File: config.mk
export PLATFORM = sky130hd
export DESIGN_NAME = dedup
export DESIGN_NICKNAME = d
export VERILOG_FILES = /design/src/rtl/dedup.sv
export SDC_FILE = /design/constraint.sdc
export NUM_CORES = 1
export LEC_CHECK = 0
export CORE_MARGIN = 5
export CORE_UTILIZATION = 38
export CTS_CLUSTER_SIZE = 8
export DETAILED_ROUTE_END_ITERATION = 10
export GPL_TIMING_DRIVEN = 0
export SYNTH_ARGS = -nofsm -noshare
export SYNTH_HDL_FRONTEND = slang
export SYNTH_SLANG_ARGS = --single-unit
File: constraint.sdc
create_clock -name i_clk -period 4.07 [get_ports i_clk]
set_clock_uncertainty 0.05 [all_clocks]
set_input_delay 0.814 -clock i_clk [delete_from_list [all_inputs] [get_ports i_clk]]
set_output_delay 0.814 -clock i_clk [all_outputs]
set_load 0.01 [all_outputs]
File: src/rtl/dedup.sv
// dedup -- duplicate-suppression decision for the gesture output path.
//
// The block compares the current top-K letter candidates against the
// previous window's top-K. It raises o_next for one clock when the two sets
// share fewer than MATCH_TH symbols, so the commit logic only advances on a
// genuinely new gesture.
//
// Each request runs through four states, one edge apart:
//   IDLE -> CMP -> DEC -> OUT -> IDLE
// A request is accepted only in IDLE. A request seen in any other state is
// dropped, not queued.
//
// Ports
//   i_clk        : clock, rising-edge active
//   i_rst_n      : asynchronous active-low reset
//   i_next       : request pulse; i_tops / i_prev_tops are valid on this cycle
//   i_tops       : current candidates [0:K-1], index 0 is the most likely
//   i_prev_tops  : previous window's candidates [0:K-1]
//   o_next       : registered one-cycle pulse, "new symbol, advance"
module dedup #(
    parameter int SYM_W    = 5,
    parameter int K        = 3,
    parameter int MATCH_TH = 2
) (
    input  logic             i_clk,
    input  logic             i_rst_n,
    input  logic             i_next,
    input  logic [SYM_W-1:0] i_tops      [0:K-1],
    input  logic [SYM_W-1:0] i_prev_tops [0:K-1],
    output logic             o_next
);

    localparam int CNT_W = $clog2(K + 1);
    localparam logic [CNT_W-1:0] MATCH_TH_C = CNT_W'(MATCH_TH);

    typedef enum logic [1:0] {
        ST_IDLE = 2'd0,
        ST_CMP  = 2'd1,
        ST_DEC  = 2'd2,
        ST_OUT  = 2'd3
    } state_t;

    // Counts the set bits of the per-position hit vector.
    function automatic logic [CNT_W-1:0] popcount(input logic [K-1:0] v);
        logic [CNT_W-1:0] cnt;
        cnt = {CNT_W{1'b0}};
        for (int i = 0; i < K; i++) begin
            cnt = cnt + CNT_W'(v[i]);
        end
        return cnt;
    endfunction

    state_t           state_r;
    state_t           state_nxt_s;
    logic [SYM_W-1:0] tops_r [0:K-1];
    logic [SYM_W-1:0] prev_r [0:K-1];
    logic [K-1:0]     hit_r;
    logic [K-1:0]     hit_s;
    logic [CNT_W-1:0] overlap_s;
    logic             new_s;
    logic             new_flag_r;
    logic             o_next_r;
    logic             capture_s;

    assign capture_s = (state_r == ST_IDLE) && i_next;

    // Next-state logic: one edge per state. Only IDLE looks at i_next.
    always_comb begin
        state_nxt_s = state_r;
        case (state_r)
            ST_IDLE: begin
                if (i_next) begin
                    state_nxt_s = ST_CMP;
                end else begin
                    state_nxt_s = ST_IDLE;
                end
            end
            ST_CMP:  state_nxt_s = ST_DEC;
            ST_DEC:  state_nxt_s = ST_OUT;
            ST_OUT:  state_nxt_s = ST_IDLE;
            default: state_nxt_s = ST_IDLE;
        endcase
    end

    // Set-membership test. Each current position counts at most once, so a
    // repeated symbol in the current set adds one hit per copy that matches.
    always_comb begin
        hit_s = {K{1'b0}};
        for (int j = 0; j < K; j++) begin
            for (int k = 0; k < K; k++) begin
                if (tops_r[j] == prev_r[k]) begin
                    hit_s[j] = 1'b1;
                end else begin
                    hit_s[j] = hit_s[j];
                end
            end
        end
    end

    // Overlap count and the "sufficiently different" decision.
    always_comb begin
        overlap_s = popcount(hit_r);
        new_s     = (overlap_s < MATCH_TH_C);
    end

    // FSM state register.
    always_ff @(posedge i_clk or negedge i_rst_n) begin
        if (!i_rst_n) begin
            state_r <= ST_IDLE;
        end else begin
            state_r <= state_nxt_s;
        end
    end

    // Capture both candidate sets on the accepting edge. They are held
    // afterwards, so the inputs may change freely.
    always_ff @(posedge i_clk or negedge i_rst_n) begin
        if (!i_rst_n) begin
            for (int i = 0; i < K; i++) begin
                tops_r[i] <= {SYM_W{1'b0}};
                prev_r[i] <= {SYM_W{1'b0}};
            end
        end else if (capture_s) begin
            for (int i = 0; i < K; i++) begin
                tops_r[i] <= i_tops[i];
                prev_r[i] <= i_prev_tops[i];
            end
        end else begin
            for (int i = 0; i < K; i++) begin
                tops_r[i] <= tops_r[i];
                prev_r[i] <= prev_r[i];
            end
        end
    end

    // Pipeline registers: the hit vector is loaded in CMP. The decision and
    // the output pulse are loaded together in DEC, so o_next is high exactly
    // while the FSM sits in OUT.
    always_ff @(posedge i_clk or negedge i_rst_n) begin
        if (!i_rst_n) begin
            hit_r      <= {K{1'b0}};
            new_flag_r <= 1'b0;
            o_next_r   <= 1'b0;
        end else begin
            case (state_r)
                ST_CMP: begin
                    hit_r    <= hit_s;
                    o_next_r <= 1'b0;
                end
                ST_DEC: begin
                    new_flag_r <= new_s;
                    o_next_r   <= new_s;
                end
                default: begin
                    o_next_r <= 1'b0;
                end
            endcase
        end
    end

    assign o_next = o_next_r;

endmodule

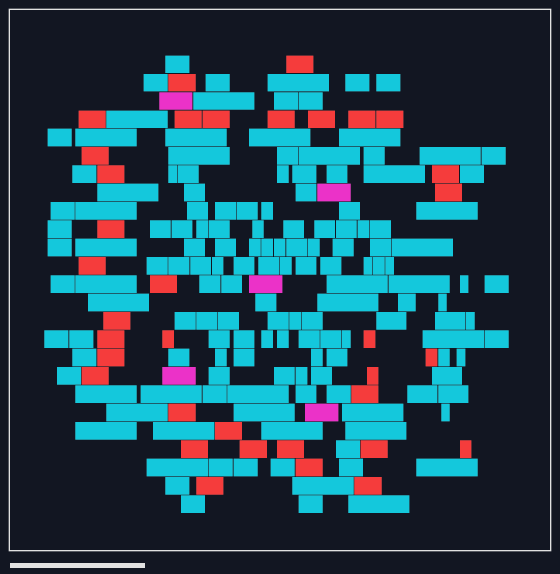
Fig. 1. Cell sizes after repair.
Bar = 20 um.
size	colour	cells	share
drive 6 and up	magenta	5	2.6%
drive 1 or less	cyan	150	79%
drive 2	red	35	18%
finished layout cell area: 0.002356 mm2
PnR worst setup slack: 2.070 ns
bufs w/o clock: 36

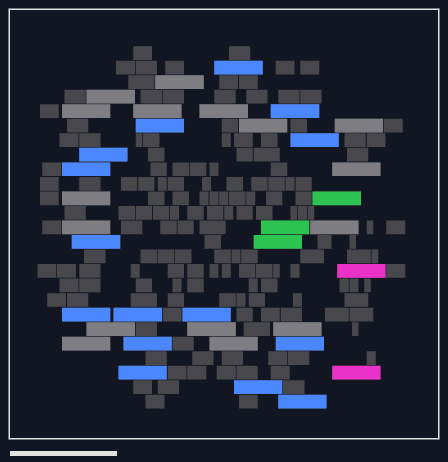
Fig. 2. Register map, names as in the netlist.
Bar = 20 um. Other sequential cells in the stronger grey, the rest of the logic in the fainter grey.
netlist name	colour	sequential cells
state_r	magenta	2
hit_r	green	3
prev_r	blue	15
fin util: 49.55%
Sequential Area: 900.9 um2
Power Sequential: 0.818 mW
Seq area share: 38.24%

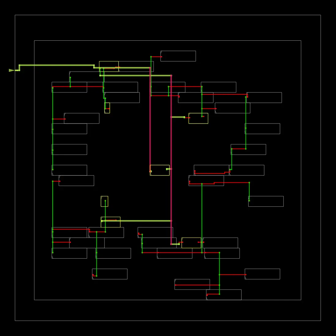
Fig. 3. Clock wiring as the flow saved it.
flip-flops: 36
Clock Power: 0.234 mW
Latency at later pin: 0.29 ns
layout clock buffer count: 6
Num CTS Buffers: 5

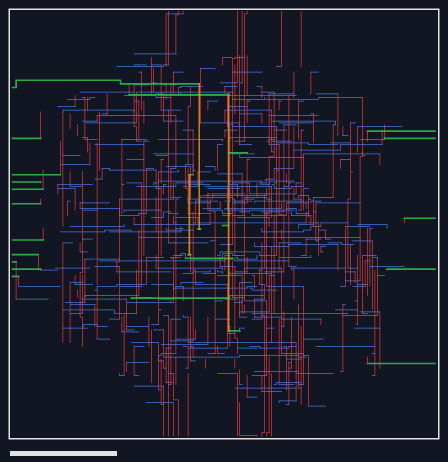
Fig. 4. Wiring by layer.
Bar = 20 um.
layer	colour	wire length
met1	blue	1690 um
met3	green	188 um
met2	red	2040 um
met4	orange	86.4 um
DRT Wirelength: 3996 um
GR Util All Layers: 14.47%

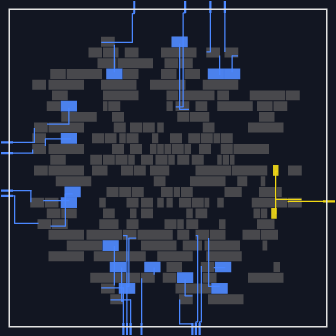
Fig. 5. Port wiring.
port	colour	bits	direction	edge	end cells	buffers	wire
i_next	yellow	1	input	right	2	1	26.9 um
i_prev_tops	blue	15	input	7 bottom, 4 top, 4 left	15	15	344 um
boundary pin count: 34
port bufs: 33

-- layout make-up --
cell class	instances	area [um2]	area share, %
buffer	3	15.01	0.6373
clock buffer	6	72.57	3.080
clock inverter	1	5.005	0.2124
inverter	3	11.26	0.4780
multi-input combinational	108	942.2	39.99
sequential	36	900.9	38.24
tap	67	83.83	3.558
timing repair buffer	33	325.3	13.81
-- report_power, final --
group / switching (mW) / internal (mW)
clock: 0.118 / 0.116
sequential: 0.275 / 0.543
combinational: 0.306 / 0.469
-- final timing paths --
check,startpoint,to,slack (ns),depth (start not counted)
min in group asynchronous,i_rst_n,state_r[1]$_DFF_PN0_,0.56,1
hold reg to reg,hit_r[1]$_DFFE_PN0N_,o_next$_DFF_PN0_,0.42,1
hold / removal,hit_r[1]$_DFFE_PN0N_,o_next$_DFF_PN0_,0.42,1
setup reg to reg,state_r[0]$_DFF_PN0_,tops_r[3]$_DFFE_PN0P_,2.47,5
max in group asynchronous,i_rst_n,tops_r[11]$_DFFE_PN0P_,2.91,1
setup / recovery,o_next$_DFF_PN0_,o_next,2.07,1
-- logic make-up after synthesis --
group	Yosys count	share of synthesized area, %
mux	30	18.07
simple gates	23	5.823
buf+inv	6	1.405
flops	36	48.19
xor+xnor	45	21.08
compound gates	5	2.075
fa+ha+maj	5	3.347
-- cell usage in the layout, fill, tap and decap left out, types with 2 or more instances in the layout --
cell	synthesis	routed
xor2_1	27	27
nand2_1	2	2
clkdlybuf4s50_1	0	32
xnor2_1	18	18
mux2_2	30	30
inv_1	3	3
a41oi_1	3	3
nand3_1	9	9
dfrtp_1	36	36
nor2_1	3	3
buf_2	3	4
ha_1	5	5
clkbuf_8	0	5
nor3_1	9	9
-- sequential cells by signal (all words and copies together) (netlist names) --
register	flops
tops_r	15
state_r	2
hit_r	3
prev_r	15
o_next	1
-- layer usage --
layer	up-vias	track usage [%]	part of all wire [%]
li1	591	-	-
met1	617	17.76	42
met2	25	23.59	51
met3	9	4.036	4.7
met4	0	6.419	2.2
met5	-	0	0
==> summary.txt <==
Average cell area after synthesis = 12.46 um2
FILL cells = 441
Initial cell density of the core = 39.32%
Die area = 0.006422 mm2
Worst hold path type = register to register
WS Path Type = register to output pin
Vias in the first global route = 1398
Leakage Power = 0.9666 nW
Vias/cell = 4.833
Final period utilization = 49.14%
Reg clk slew, reported paths = 0.07 ns
Yosys top cell by area = dfrtp_1
Yosys top cell by instances = dfrtp_1
Status = complete, no violations
CP Buf/Inv Count = 1
Pin count of the biggest net entering global routing = 37
RSZ-0062 raised after global routing = false
Top cells by count, synth = dfrtp_1, mux2_2, xor2_1, xnor2_1
# rows = 25
Final setup vio count = 0
Critical path's slowest cell = clkdlybuf4s50_1
Via count = 1242
Syn Inst Count = 150
Cts-stage hold buffer count = 0
Power figures rest on the tool's default switching activity, not on a simulated workload.
